Figure 1. Routing congestion.
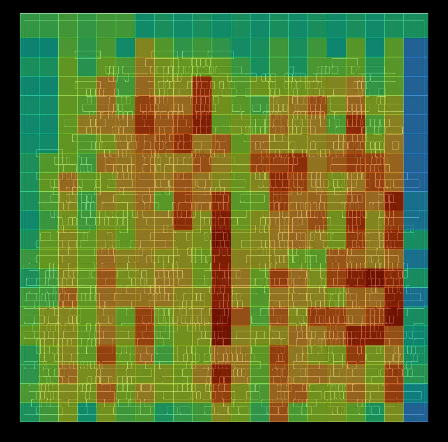
Figure 2. Routed clock nets over the placement.
(4 px per um)
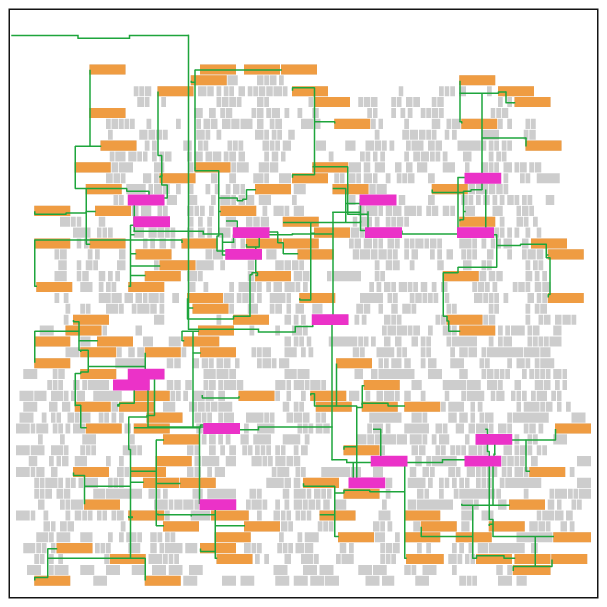
Figure 3. Supply network.
(2 px per um) Pins as bars on the die edge.
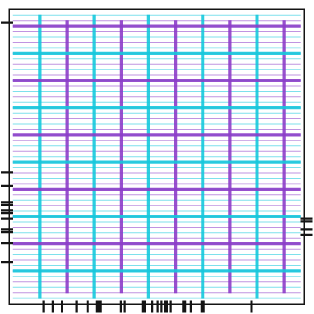
Figure 4. Register map, names as in the netlist.
(3 px per um) Other sequential cells in the stronger gray, the rest of the logic in the fainter gray.
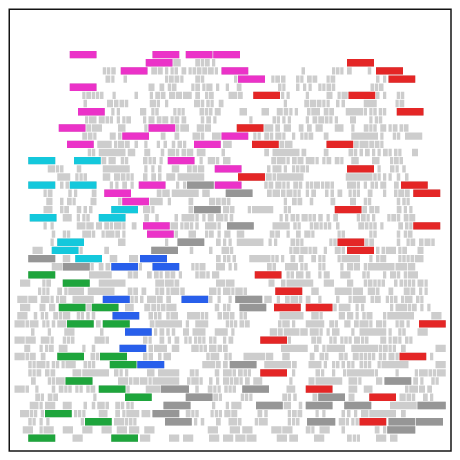
Figure 5. Placement by cell class.
(3 px per um) Fill, decap, tap and diode cells in gray.
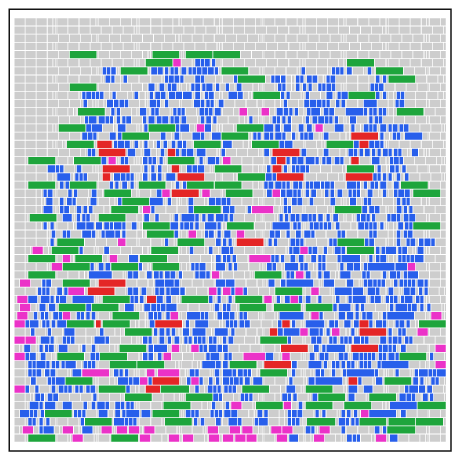
## src/rtl/stepper_pulse_gen_pkg.sv

```systemverilog
// Command-word field layout and FSM encoding shared by the stepper pulse generator
// and the upstream command converter.
package stepper_pulse_gen_pkg;

    localparam int CMD_W          = 16;
    localparam int CMD_DIR_BIT    = 15;
    localparam int CMD_FREQ_MSB   = 14;
    localparam int CMD_FREQ_LSB   = 5;
    localparam int CMD_LAPSE_MSB  = 4;
    localparam int CMD_LAPSE_LSB  = 0;
    localparam int FREQ_W         = CMD_FREQ_MSB - CMD_FREQ_LSB + 1;
    localparam int LAPSE_W        = CMD_LAPSE_MSB - CMD_LAPSE_LSB + 1;
    localparam int LAPSE_UNIT_DIV = 10;

    typedef enum logic [1:0] {
        ST_IDLE  = 2'd0,
        ST_SETUP = 2'd1,
        ST_RUN   = 2'd2
    } state_t;

    // A command is runnable only when both its rate and its duration are nonzero.
    function automatic logic cmd_valid(input logic [CMD_W-1:0] cmd);
        return (cmd[CMD_FREQ_MSB:CMD_FREQ_LSB] != '0) &&
               (cmd[CMD_LAPSE_MSB:CMD_LAPSE_LSB] != '0);
    endfunction

endpackage

```

## src/rtl/stepper_pulse_gen_step_pulse_stretch.sv

```systemverilog
// Fixed-width step pulse: a trigger while the pulse is low starts a HIGH_CYC-cycle
// pulse; a trigger while it is high is dropped and flagged, never queued.
module step_pulse_stretch #(
    parameter int HIGH_CYC = 1000
) (
    input  logic clk,
    input  logic rst,
    input  logic trig_i,
    output logic pulse_o,
    output logic start_o,
    output logic drop_o
);

    localparam int CNT_W = (HIGH_CYC > 1) ? $clog2(HIGH_CYC) : 1;
    localparam logic [CNT_W-1:0] CNT_LOAD = CNT_W'(HIGH_CYC - 1);

    logic             pulse_q, pulse_d;
    logic [CNT_W-1:0] cnt_q, cnt_d;

    always_comb begin
        pulse_d = pulse_q;
        cnt_d   = cnt_q;
        start_o = trig_i && !pulse_q;
        drop_o  = trig_i && pulse_q;
        if (start_o) begin
            pulse_d = 1'b1;
            cnt_d   = CNT_LOAD;
        end else if (pulse_q) begin
            if (cnt_q == '0) begin
                pulse_d = 1'b0;
            end else begin
                cnt_d = cnt_q - CNT_W'(1);
            end
        end
    end

    always_ff @(posedge clk or posedge rst) begin
        if (rst) begin
            pulse_q <= 1'b0;
            cnt_q   <= '0;
        end else begin
            pulse_q <= pulse_d;
            cnt_q   <= cnt_d;
        end
    end

    assign pulse_o = pulse_q;

endmodule

```

## src/rtl/stepper_pulse_gen.sv

```systemverilog
// One wheel's step/dir/enable sequencer: direction setup, then phase-accumulated
// step pulses at freq steps/s for lapse x 0.1 s.
module stepper_pulse_gen #(
    parameter int CLK_HZ        = 100000000,
    parameter int STEP_HIGH_CYC = 1000,
    parameter int DIR_SETUP_CYC = 500
) (
    input  logic        clk_rx,
    input  logic        rst_clk_rx,
    input  logic [15:0] cmd_in,
    output logic        step_o,
    output logic        dir_o,
    output logic        motor_en_o,
    output logic        busy_o,
    output logic        done_o,
    output logic [15:0] step_cnt_o,
    output logic        overrun_o
);

    import stepper_pulse_gen_pkg::*;

    localparam int TICK_CYC = CLK_HZ / LAPSE_UNIT_DIV;
    localparam int ACC_W    = $clog2(2 * CLK_HZ);
    localparam int PRE_W    = (TICK_CYC > 1) ? $clog2(TICK_CYC) : 1;
    localparam int SET_W    = (DIR_SETUP_CYC > 1) ? $clog2(DIR_SETUP_CYC) : 1;

    localparam logic [ACC_W-1:0] ACC_MOD   = ACC_W'(CLK_HZ);
    localparam logic [PRE_W-1:0] PRE_LAST  = PRE_W'(TICK_CYC - 1);
    localparam logic [SET_W-1:0] SET_LAST  = SET_W'(DIR_SETUP_CYC - 1);

    state_t               state_q, state_d;
    logic [CMD_W-1:0]     latched_q, latched_d;
    logic                 armed_q, armed_d;
    logic                 dir_q, dir_d;
    logic [SET_W-1:0]     setup_q, setup_d;
    logic [ACC_W-1:0]     acc_q, acc_d;
    logic [PRE_W-1:0]     pre_q, pre_d;
    logic [LAPSE_W-1:0]   tick_q, tick_d;
    logic [15:0]          cnt_q, cnt_d;
    logic                 ovr_q, ovr_d;
    logic                 done_q, done_d;

    logic                 accept;
    logic                 step_trig;
    logic                 step_start;
    logic                 step_drop;
    logic [ACC_W-1:0]     acc_sum;
    logic [LAPSE_W-1:0]   lapse_last;

    step_pulse_stretch #(
        .HIGH_CYC (STEP_HIGH_CYC)
    ) u_stretch (
        .clk     (clk_rx),
        .rst     (rst_clk_rx),
        .trig_i  (step_trig),
        .pulse_o (step_o),
        .start_o (step_start),
        .drop_o  (step_drop)
    );

    assign acc_sum    = acc_q + ACC_W'(latched_q[CMD_FREQ_MSB:CMD_FREQ_LSB]);
    assign lapse_last = latched_q[CMD_LAPSE_MSB:CMD_LAPSE_LSB] - LAPSE_W'(1);

    // Command handling outranks the running sequence: any change, abort or invalid
    // word is acted on before termination or step events are considered.
    always_comb begin
        state_d   = state_q;
        latched_d = latched_q;
        armed_d   = armed_q;
        dir_d     = dir_q;
        setup_d   = setup_q;
        acc_d     = acc_q;
        pre_d     = pre_q;
        tick_d    = tick_q;
        done_d    = 1'b0;
        accept    = 1'b0;
        step_trig = 1'b0;

        if (cmd_in == '0) armed_d = 1'b1;

        unique case (state_q)
            ST_IDLE: begin
                accept = cmd_valid(cmd_in) && (armed_q || (cmd_in != latched_q));
            end
            ST_SETUP, ST_RUN: begin
                if (!cmd_valid(cmd_in)) begin
                    state_d = ST_IDLE;
                end else if (cmd_in != latched_q) begin
                    accept = 1'b1;
                end else if (state_q == ST_SETUP) begin
                    if (!step_o) begin
                        if (setup_q == SET_LAST) begin
                            state_d   = ST_RUN;
                            step_trig = 1'b1;
                            acc_d     = '0;
                            pre_d     = '0;
                            tick_d    = '0;
                        end else begin
                            setup_d = setup_q + SET_W'(1);
                        end
                    end
                end else if ((pre_q == PRE_LAST) && (tick_q == lapse_last)) begin
                    state_d = ST_IDLE;
                    done_d  = 1'b1;
                end else begin
                    if (acc_sum >= ACC_MOD) begin
                        acc_d     = acc_sum - ACC_MOD;
                        step_trig = 1'b1;
                    end else begin
                        acc_d = acc_sum;
                    end
                    if (pre_q == PRE_LAST) begin
                        pre_d  = '0;
                        tick_d = tick_q + LAPSE_W'(1);
                    end else begin
                        pre_d = pre_q + PRE_W'(1);
                    end
                end
            end
            default: state_d = ST_IDLE;
        endcase

        if (accept) begin
            state_d   = ST_SETUP;
            latched_d = cmd_in;
            armed_d   = 1'b0;
            dir_d     = cmd_in[CMD_DIR_BIT];
            setup_d   = '0;
        end
    end

    // Step count and overrun describe the current command, so a new accept wipes them.
    always_comb begin
        cnt_d = cnt_q;
        ovr_d = ovr_q;
        if (accept) begin
            cnt_d = '0;
            ovr_d = 1'b0;
        end else begin
            if (step_start && (cnt_q != 16'hFFFF)) cnt_d = cnt_q + 16'd1;
            if (step_drop) ovr_d = 1'b1;
        end
    end

    always_ff @(posedge clk_rx or posedge rst_clk_rx) begin
        if (rst_clk_rx) begin
            state_q   <= ST_IDLE;
            latched_q <= '0;
            armed_q   <= 1'b1;
            dir_q     <= 1'b0;
            setup_q   <= '0;
            acc_q     <= '0;
            pre_q     <= '0;
            tick_q    <= '0;
            cnt_q     <= '0;
            ovr_q     <= 1'b0;
            done_q    <= 1'b0;
        end else begin
            state_q   <= state_d;
            latched_q <= latched_d;
            armed_q   <= armed_d;
            dir_q     <= dir_d;
            setup_q   <= setup_d;
            acc_q     <= acc_d;
            pre_q     <= pre_d;
            tick_q    <= tick_d;
            cnt_q     <= cnt_d;
            ovr_q     <= ovr_d;
            done_q    <= done_d;
        end
    end

    assign dir_o      = dir_q;
    assign motor_en_o = (state_q != ST_IDLE);
    assign busy_o     = (state_q != ST_IDLE);
    assign done_o     = done_q;
    assign step_cnt_o = cnt_q;
    assign overrun_o  = ovr_q;

endmodule

```

## config.mk

```make
export PLATFORM = sky130hd
export DESIGN_NAME = stepper_pulse_gen
export DESIGN_NICKNAME = d
export VERILOG_FILES = /design/src/rtl/stepper_pulse_gen_pkg.sv /design/src/rtl/stepper_pulse_gen_step_pulse_stretch.sv /design/src/rtl/stepper_pulse_gen.sv
export SDC_FILE = /design/constraint.sdc
export NUM_CORES = 1
export LEC_CHECK = 0
export ABC_AREA = 1
export CAP_MARGIN = 10
export CORE_UTILIZATION = 40
export DETAILED_ROUTE_END_ITERATION = 16
export PLACE_DENSITY = 0.59
export SYNTH_ARGS = -nofsm -noshare
export SYNTH_HDL_FRONTEND = slang
export SYNTH_SLANG_ARGS = --single-unit
```

## constraint.sdc

```tcl
create_clock -name clk_rx -period 3.4 [get_ports clk_rx]
set_input_delay 0.68 -clock clk_rx [delete_from_list [all_inputs] [get_ports clk_rx]]
set_output_delay 0.68 -clock clk_rx [all_outputs]
set_load 0.02 [all_outputs]
```

==> notes.md <==
The following summarizes the physical implementation.

Cells and area
The fraction of layout cells with a size suffix above 1 is 12.7%. In the layout the commonest cells are 357 x nand2_1, 191 x inv_1, 115 x nand3_1. At the end of the flow, the number of nets in the layout was between 1k and 1.5k.

Global routing
Entering global routing, the biggest net connects 57 pins. The global-route usage over all layers is between 20% and 30%.

Timing
The final hold violation count is 0. The count of final setup violators is 0.

Clocking
The maximum number of buffers from clock root to sink is 2. The number of hold buffers added after cts is 0. As reported, the later end of the worst-skew pair has a clock insertion delay of 0.42 ns. On the worst setup and hold paths after CTS, the clock-pin slew comes to 0.06 ns.

Critical path
The category of the worst setup path launch point is a flop. The critical path in this run is classified as reg2reg. The OpenROAD report gives the critical path a required time of 3.71 ns.

STA lists the maximum fanout along the critical path as 7.

Floorplanning
The fraction of the core area occupied by cells at floorplan is between 40% and 50%.

Routing
Dividing the detail-routed via count by the number of cells gives between 5 and 6. The sum of routed wire segments on met1 is 10.6 mm. The routed design has 22.5 mm of wire.

Yosys
The number of nets at floorplan is 1293. Yosys reports a chip area of ~0.0084 mm2. The predominant post-synthesis flop cell is dfrtp_1. The synthesized netlist cell count is 1252.

The yosys cell count is 1252.

Outcome
The flow ran to the end, and the final reports show no timing, DRC or antenna violations.

Power and ir drop
The net switching power is 0.000848 W.

Job
The total tool warning count is 31.
Back to the opening pictures, Figure 1:
met2 track utilization from global routing: 35.3%
global routing met3 resource utilization: 3.48%
met1 usage: 28.6%
busiest layer in global routing: met2
average routed wire per standard cell: 13.9 um

Back to the opening pictures, Figure 2:
legend:
  flip-flops:
    color: orange
    count: 114
  clock wires:
    color: green
    length: 1860 um
  clock-net drivers:
    color: magenta
    count: 17
flops lie: spread over the die
reported clock group power: 0.00168 W
Max Clock Skew: 0.00924 ns

Back to the opening pictures, Figure 3:
legend:
  VSS:
    color: cyan
  VDD:
    color: purple
met5 straps: 10
met4 straps: 10
rows: 52
met1 rails: 53
die height: 147 um
core area: 0.0204 mm2
worst vdd rail ir drop: 0.000235 V

Back to the opening pictures, Figure 4:
legend:
  step_cnt_o:
    color: green
    sequential_cells: 16
    where: bottom left
  setup_q:
    color: blue
    sequential_cells: 9
  pre_q:
    color: magenta
    sequential_cells: 24
  u_stretch.cnt_q:
    color: cyan
    sequential_cells: 10
    where: left middle
  acc_q:
    color: red
    sequential_cells: 28
not colored: 27
sequential cell area in the final layout: 0.00286 mm2
Final Core Density: 50.0%
fraction of area in registers: 28.0%
Sequential Power: 0.00139 W

Back to the opening pictures, Figure 5:
legend:
  registers:
    color: green
    cells: 114
    share_of_their_area: 29%
  remaining logic cells:
    color: blue
    cells: 1112
    share_of_their_area: 57%
  clock drivers and dummy loads:
    color: red
    cells: 32
    share_of_their_area: 5.6%
  remaining buffers and delay cells:
    color: magenta
    cells: 85
    share_of_their_area: 8.2%
site row count: 52
Design Area, Final: 0.0102 mm2

[sequential cells by signal, summed over array words and instances, names as in the netlist]
signal / count
setup_q: 9
tick_q: 5
state_q: 2
step_cnt_o: 16
done_o: 1
latched_q: 16
pre_q: 24
u_stretch.cnt_q: 10
overrun_o: 1
acc_q: 28
u_stretch.pulse_o: 1
armed_q: 1
[worst paths after layout]
| check | startpoint | endpoint | cells past startpoint |
|---|---|---|---|
| worst max-delay path | latched_q[5]$_DFFE_PP0P_ | step_cnt_o[1]$_DFFE_PP0P_ | 25 |
| worst min-delay path | acc_q[27]$_DFFE_PP0P_ | acc_q[27]$_DFFE_PP0P_ | 2 |
| worst max register to register | latched_q[5]$_DFFE_PP0P_ | step_cnt_o[1]$_DFFE_PP0P_ | 25 |
| worst min register to register | acc_q[27]$_DFFE_PP0P_ | acc_q[27]$_DFFE_PP0P_ | 2 |
| max in group asynchronous | rst_clk_rx | armed_q$_DFFE_PP1P_ | 3 |
| min in group asynchronous | rst_clk_rx | latched_q[12]$_DFFE_PP0P_ | 2 |
[power by group through the flow]
stage	clock [W]	sequential [W]	combinational [W]
6_report	0.00168	0.00139	0.000215
5_1_grt	0.00178	0.00139	0.000242
4_1_cts	0.00172	0.00138	0.000197
3_5_place_dp	0	0.00141	0.000194
3_3_place_gp	0	0.00141	0.000194
2_1_floorplan	0	0.00141	0.000121
[critical path, delay by kind of cell, from the launching register on]
family        cells  cell delay (ns)
buf+inv           4             0.48
xor+xnor          1             0.09
flops             1             0.37
fa+ha+maj         3             0.70
simple gates     17             1.50
[cell type report]
type | instances | area, um2 | area share [%]
repair buffers | 85 | 811 | 7.96
flip-flops and latches | 114 | 2860 | 28.0
clock buffers | 19 | 453 | 4.44
multi-input cells | 910 | 4870 | 47.8
clock inverters | 13 | 103 | 1.01
inverters | 202 | 762 | 7.48
well taps | 270 | 338 | 3.32
[cells by family (layout without fill, tap and decap cells)]
group / after synthesis / in the layout / share of synthesized area (%)
AOI/OAI and AO/OA: 120 / 120 / 7.95
adders and majority gates: 23 / 23 / 3.52
buffers and inverters: 228 / 319 / 10.7
xor gates and xnor gates: 50 / 50 / 5.40
DFF: 114 / 114 / 34.0
and+or+nand+nor: 717 / 717 / 38.4
[synth_stat cells, drive strengths merged, types with 2 or more instances]
cell    number
o31ai        3
xnor2       17
nor3b        2
xor2        33
nand2      384
o22ai        5
ha          22
o211ai       2
o21bai       2
a21oi       31
nor2        97
dfrtp      113
nand4       30
nand3      130
or2          5
buf         17
a22o         2
o21ai       65
inv        202
nor3        42
nand3b       6
nor4        20
clkbuf       9
a211oi       2
a31oi        3
[through the flow]
| stage | setup WS (ns) | util [%] | cell area, um2 |
|---|---|---|---|
| 3_3_place_gp | 0.0534 | 45.7 | 9310 |
| 5_1_grt | -0.0724 | 50.0 | 10200 |
| 6_report | 0.131 | 50.0 | 10200 |
| 4_1_cts | 0.0496 | 48.5 | 9870 |
| 2_1_floorplan | 0.399 | - | 8390 |
| 3_5_place_dp | -0.0118 | 45.7 | 9310 |
No activity file was given, so power comes from the tool's default toggle rates.
